<file path="src/rtl/param_accumulator_register.sv">
// Multi-mode WIDTH-bit accumulator register: load, clear, set, shifts, inc/dec,
// with registered carry/zero flags and a one-cycle update strobe.
module param_accumulator_register #(
    parameter int              WIDTH       = 8,
    parameter logic [WIDTH-1:0] RESET_VALUE = '0,
    parameter bit              ARITH_SHR   = 1'b0
) (
    input  logic             clock,
    input  logic             reset,
    input  logic             enable,
    input  logic [2:0]       op,
    input  logic [WIDTH-1:0] d,
    input  logic             serial_in,
    output logic [WIDTH-1:0] q,
    output logic             carry,
    output logic             zero,
    output logic             updated
);

    localparam logic [2:0] OP_HOLD  = 3'b000;
    localparam logic [2:0] OP_LOAD  = 3'b001;
    localparam logic [2:0] OP_CLEAR = 3'b010;
    localparam logic [2:0] OP_SET   = 3'b011;
    localparam logic [2:0] OP_SHL   = 3'b100;
    localparam logic [2:0] OP_SHR   = 3'b101;
    localparam logic [2:0] OP_INC   = 3'b110;
    localparam logic [2:0] OP_DEC   = 3'b111;

    localparam logic ZERO_AT_RESET = (RESET_VALUE == '0);

    logic [WIDTH-1:0] reg_q, reg_d;
    logic             carry_q, carry_d;
    logic             zero_q, zero_d;
    logic             updated_q, updated_d;

    // One extra bit on the arithmetic paths captures the carry/borrow out.
    logic [WIDTH:0]   inc_w;
    logic [WIDTH:0]   dec_w;
    logic             shr_fill;

    assign inc_w    = {1'b0, reg_q} + {{WIDTH{1'b0}}, 1'b1};
    assign dec_w    = {1'b0, reg_q} - {{WIDTH{1'b0}}, 1'b1};
    assign shr_fill = ARITH_SHR ? reg_q[WIDTH-1] : serial_in;

    always_comb begin
        reg_d     = reg_q;
        carry_d   = carry_q;
        updated_d = 1'b0;
        if (enable) begin
            updated_d = (op != OP_HOLD);
            case (op)
                OP_LOAD: begin
                    reg_d   = d;
                    carry_d = 1'b0;
                end
                OP_CLEAR: begin
                    reg_d   = '0;
                    carry_d = 1'b0;
                end
                OP_SET: begin
                    reg_d   = '1;
                    carry_d = 1'b0;
                end
                OP_SHL: begin
                    reg_d   = {reg_q[WIDTH-2:0], serial_in};
                    carry_d = reg_q[WIDTH-1];
                end
                OP_SHR: begin
                    reg_d   = {shr_fill, reg_q[WIDTH-1:1]};
                    carry_d = reg_q[0];
                end
                OP_INC: begin
                    reg_d   = inc_w[WIDTH-1:0];
                    carry_d = inc_w[WIDTH];
                end
                OP_DEC: begin
                    reg_d   = dec_w[WIDTH-1:0];
                    carry_d = dec_w[WIDTH];
                end
                default: begin
                    reg_d   = reg_q;
                    carry_d = carry_q;
                end
            endcase
        end
        // Derived from the next value so the registered flag always matches q.
        zero_d = (reg_d == '0);
    end

    always_ff @(posedge clock or posedge reset) begin
        if (reset) begin
            reg_q     <= RESET_VALUE;
            carry_q   <= 1'b0;
            zero_q    <= ZERO_AT_RESET;
            updated_q <= 1'b0;
        end else begin
            reg_q     <= reg_d;
            carry_q   <= carry_d;
            zero_q    <= zero_d;
            updated_q <= updated_d;
        end
    end

    assign q       = reg_q;
    assign carry   = carry_q;
    assign zero    = zero_q;
    assign updated = updated_q;

endmodule

</file>
<file path="config.mk">
export PLATFORM = sky130hd
export DESIGN_NAME = param_accumulator_register
export DESIGN_NICKNAME = d
export VERILOG_FILES = /design/src/rtl/param_accumulator_register.sv
export SDC_FILE = /design/constraint.sdc
export NUM_CORES = 1
export LEC_CHECK = 0
export CORE_MARGIN = 3
export CORE_UTILIZATION = 40
export CTS_CLUSTER_SIZE = 30
export DETAILED_ROUTE_END_ITERATION = 8
export GPL_ROUTABILITY_DRIVEN = 1
export PLACE_DENSITY = 0.73
export SLEW_MARGIN = 20
export SYNTH_ARGS = -nofsm -noshare
export SYNTH_HDL_FRONTEND = slang
export SYNTH_SLANG_ARGS = --single-unit
export TNS_END_PERCENT = 20
</file>
<file path="constraint.sdc">
create_clock -name clock -period 2.3 [get_ports clock]
set_input_delay 0.46 -clock clock [delete_from_list [all_inputs] [get_ports clock]]
set_output_delay 0.46 -clock clock [all_outputs]
set_load 0.02 [all_outputs]
</file>
==> results.cfg <==
; implementation run metrics
[pwr]
seq_cell_power_uw = 269
internal_power_uw = 545
total_leakage_power_nw = 0.684

[worst_setup_path]
critPathArrivalTime_ns = 2.43
r2r_slack_ns = 0.06
endpoint = zero
type_of_destination_of_the_critical_path = flop
timing_worst_setup_path_type = input pin to flop
crit_chain = clkdlybuf4s50_1 -> mux2_2 -> a221o_1 -> o22a_1 -> or4_4 -> nor4_4

[detailed_routing]
top_layer_used = met4
wl_met1_mm = 1.48
route.detailed.drc = 0
first_pass_iters = 4
wl_per_cell_um = 16.4

[cells_and_area]
dominant_cells = multi-input combinational cells
combAreaFraction = 0.474
diodes = 0
post_route_cells_drive_above_1_share = 0.314
nNonClkBuffers = 57
layout.cell_area.non_filler_sq_um = 1640
ff_count = 11

[clock_tree]
cts.repair_timing.setup_buffer_count = 1
clk_path_buf_depth = 2

[floorplan]
rows = 18
io_pins = 26
floorplanUtilization = 0.431
chipHeight_um = 58.4

[synthesis]
synth.yosys.warnings = 0
synth.top_cells.by_area = sky130_fd_sc_hd__dfrtp_1 23%, sky130_fd_sc_hd__nor2_1 4.8%, sky130_fd_sc_hd__a21oi_1 3.2%
dominantRegCellSynth = sky130_fd_sc_hd__dfrtp_1
post_synthesis_instance_area_sq_um = 1100

[run]
max-cap-violations = 0
warning_count = 27

[timing]
fin_ws_ns = 0.0554
final.period_utilization = 0.976
fin_tns_setup_ns = 0
fin_crit_ns = 2.24

[global_routing]
grt_pass1_vias = 1215

[run_status]
run_status = finished clean

[placed_design]
globalplace.congestion = 0.918
detailed_place.area_sq_um = 1540
[critical path: cells and delay by family]
family / cells / cell delay, ns
compound gates: 2 / 0.49
simple gates: 2 / 0.79
buf+inv: 1 / 0.41
mux: 1 / 0.28
[routing by layer]
layer / vias to the layer above / global-route usage
li1: 615 / -
met1: 568 / 0.262
met2: 42 / 0.364
met3: 4 / 0.0219
met4: 0 / 0.0960
met5: - / 0
[cells in the mapped netlist (2+ instances only)]
library cell and n:
sky130_fd_sc_hd__inv_1 5, sky130_fd_sc_hd__nor2b_1 5, sky130_fd_sc_hd__or2_2 2, sky130_fd_sc_hd__or4_1 2, sky130_fd_sc_hd__and3_1 3, sky130_fd_sc_hd__buf_2 5, sky130_fd_sc_hd__a221oi_1 2, sky130_fd_sc_hd__clkbuf_1 5
sky130_fd_sc_hd__a31oi_1 3, sky130_fd_sc_hd__xor2_1 4, sky130_fd_sc_hd__nand3_1 4, sky130_fd_sc_hd__ha_1 2, sky130_fd_sc_hd__o2bb2ai_1 2, sky130_fd_sc_hd__o31ai_1 3, sky130_fd_sc_hd__nor3_1 7, sky130_fd_sc_hd__nand2_1 8
sky130_fd_sc_hd__dfrtp_1 10, sky130_fd_sc_hd__o21ai_0 3, sky130_fd_sc_hd__mux2_2 3, sky130_fd_sc_hd__a22oi_1 3, sky130_fd_sc_hd__and2_1 2, sky130_fd_sc_hd__nand2b_1 2, sky130_fd_sc_hd__nor2_1 14, sky130_fd_sc_hd__a21oi_1 7
[metrics by stage]
stage	hold slack, ns	std cells
final	0.471	215
after global routing	0.502	215
after CTS	0.481	212
after detailed placement	0.540	207
after global placement	0.535	207
after floorplan	0.312	137
[sequential cells by signal, summed over array words and instances (netlist names)]
register	cells
q	8
carry	1
zero	1
updated	1
==> images/clk_routes.png <==
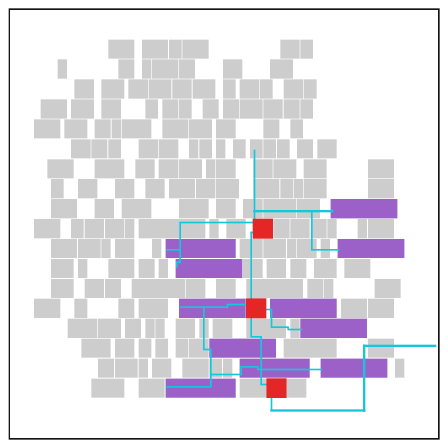
purple -> flip-flops  # count 11
cyan -> clock wires  # length 161 um
red -> clock drivers  # count 3
routed clock nets = 4
Worst-Skew Late Latency: 0.27 ns
Layout Skew: 0.00367 ns
clock network power share: 0.150
Power Clock: 136 uW

==> images/logic_types.png <==
Scale bar: 20 um.
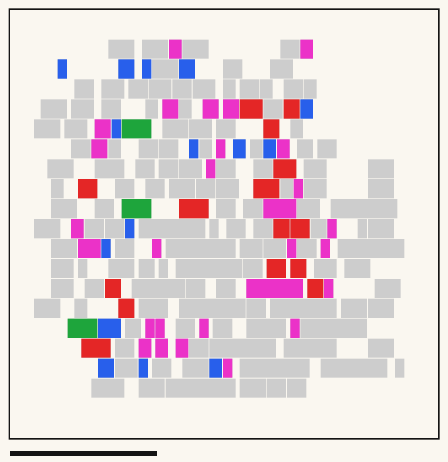
magenta -> nor cells  # cells 28, most used nor2_1
red -> and/or cells  # cells 15, most used and3_1
green -> mux cells  # cells 3, most used mux2_2
blue -> nand cells  # cells 15, most used nand2_1

==> images/metal_density.png <==
The die is cut into 12 by 12 equal tiles; black is low, pale yellow is high, scaled to the fullest tile. Values are wire area over tile area, all layers added.
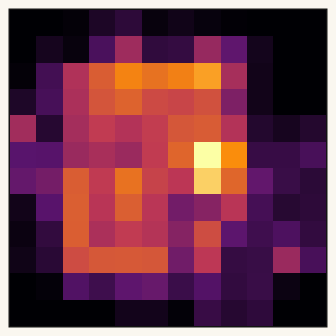
tiles over half the peak = 23%
nearly empty tiles = 17%
emptiest ninth of the die = north-east
densest ninth of the die = center
mean over tiles = 0.16
fullest tile = 0.58

==> images/placement.png <==
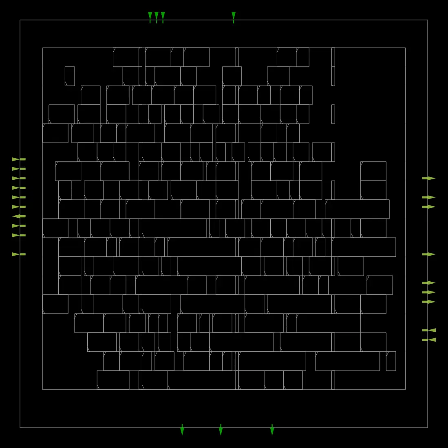
final-layout fill cell count: 230
Floorplan Core Area: 2540 sq um
sequential share of cell area: 0.170
count of non-filler cells in the finished layout: 215
fraction of the core area covered by cells at the end of the flow: 0.645

==> images/detail.png <==
Scale bar: 10 um. Window x 17 to 42, y 5 to 30 um. Cells in gray, sequential cells in the stronger gray; small squares are vias.
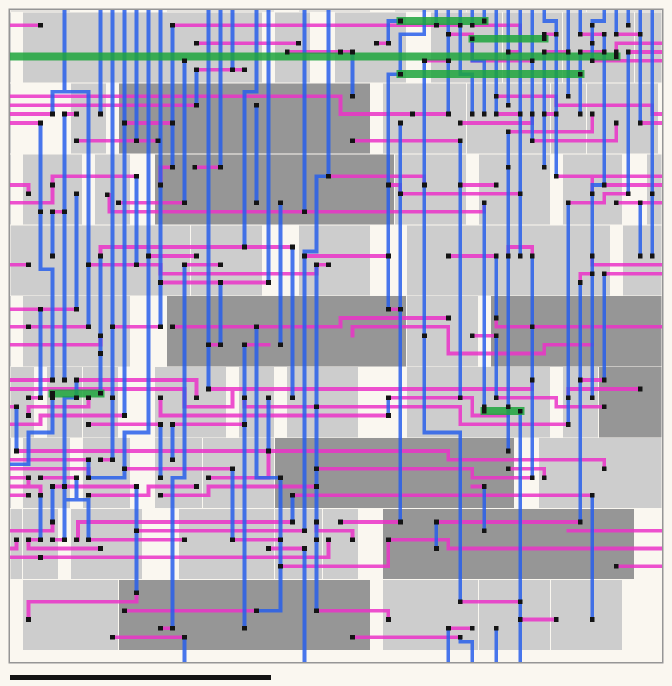
magenta -> metal 1
green -> metal 3
blue -> metal 2
cells with their middle in the window = 51
most frequent = buf_4 (10), nor2_1 (7), dfrtp_1 (4)
sequential cells in the window = 7
netlist names of flops here include = q (6), zero (1)

Power figures rest on the tool's default switching activity, not on a simulated workload.
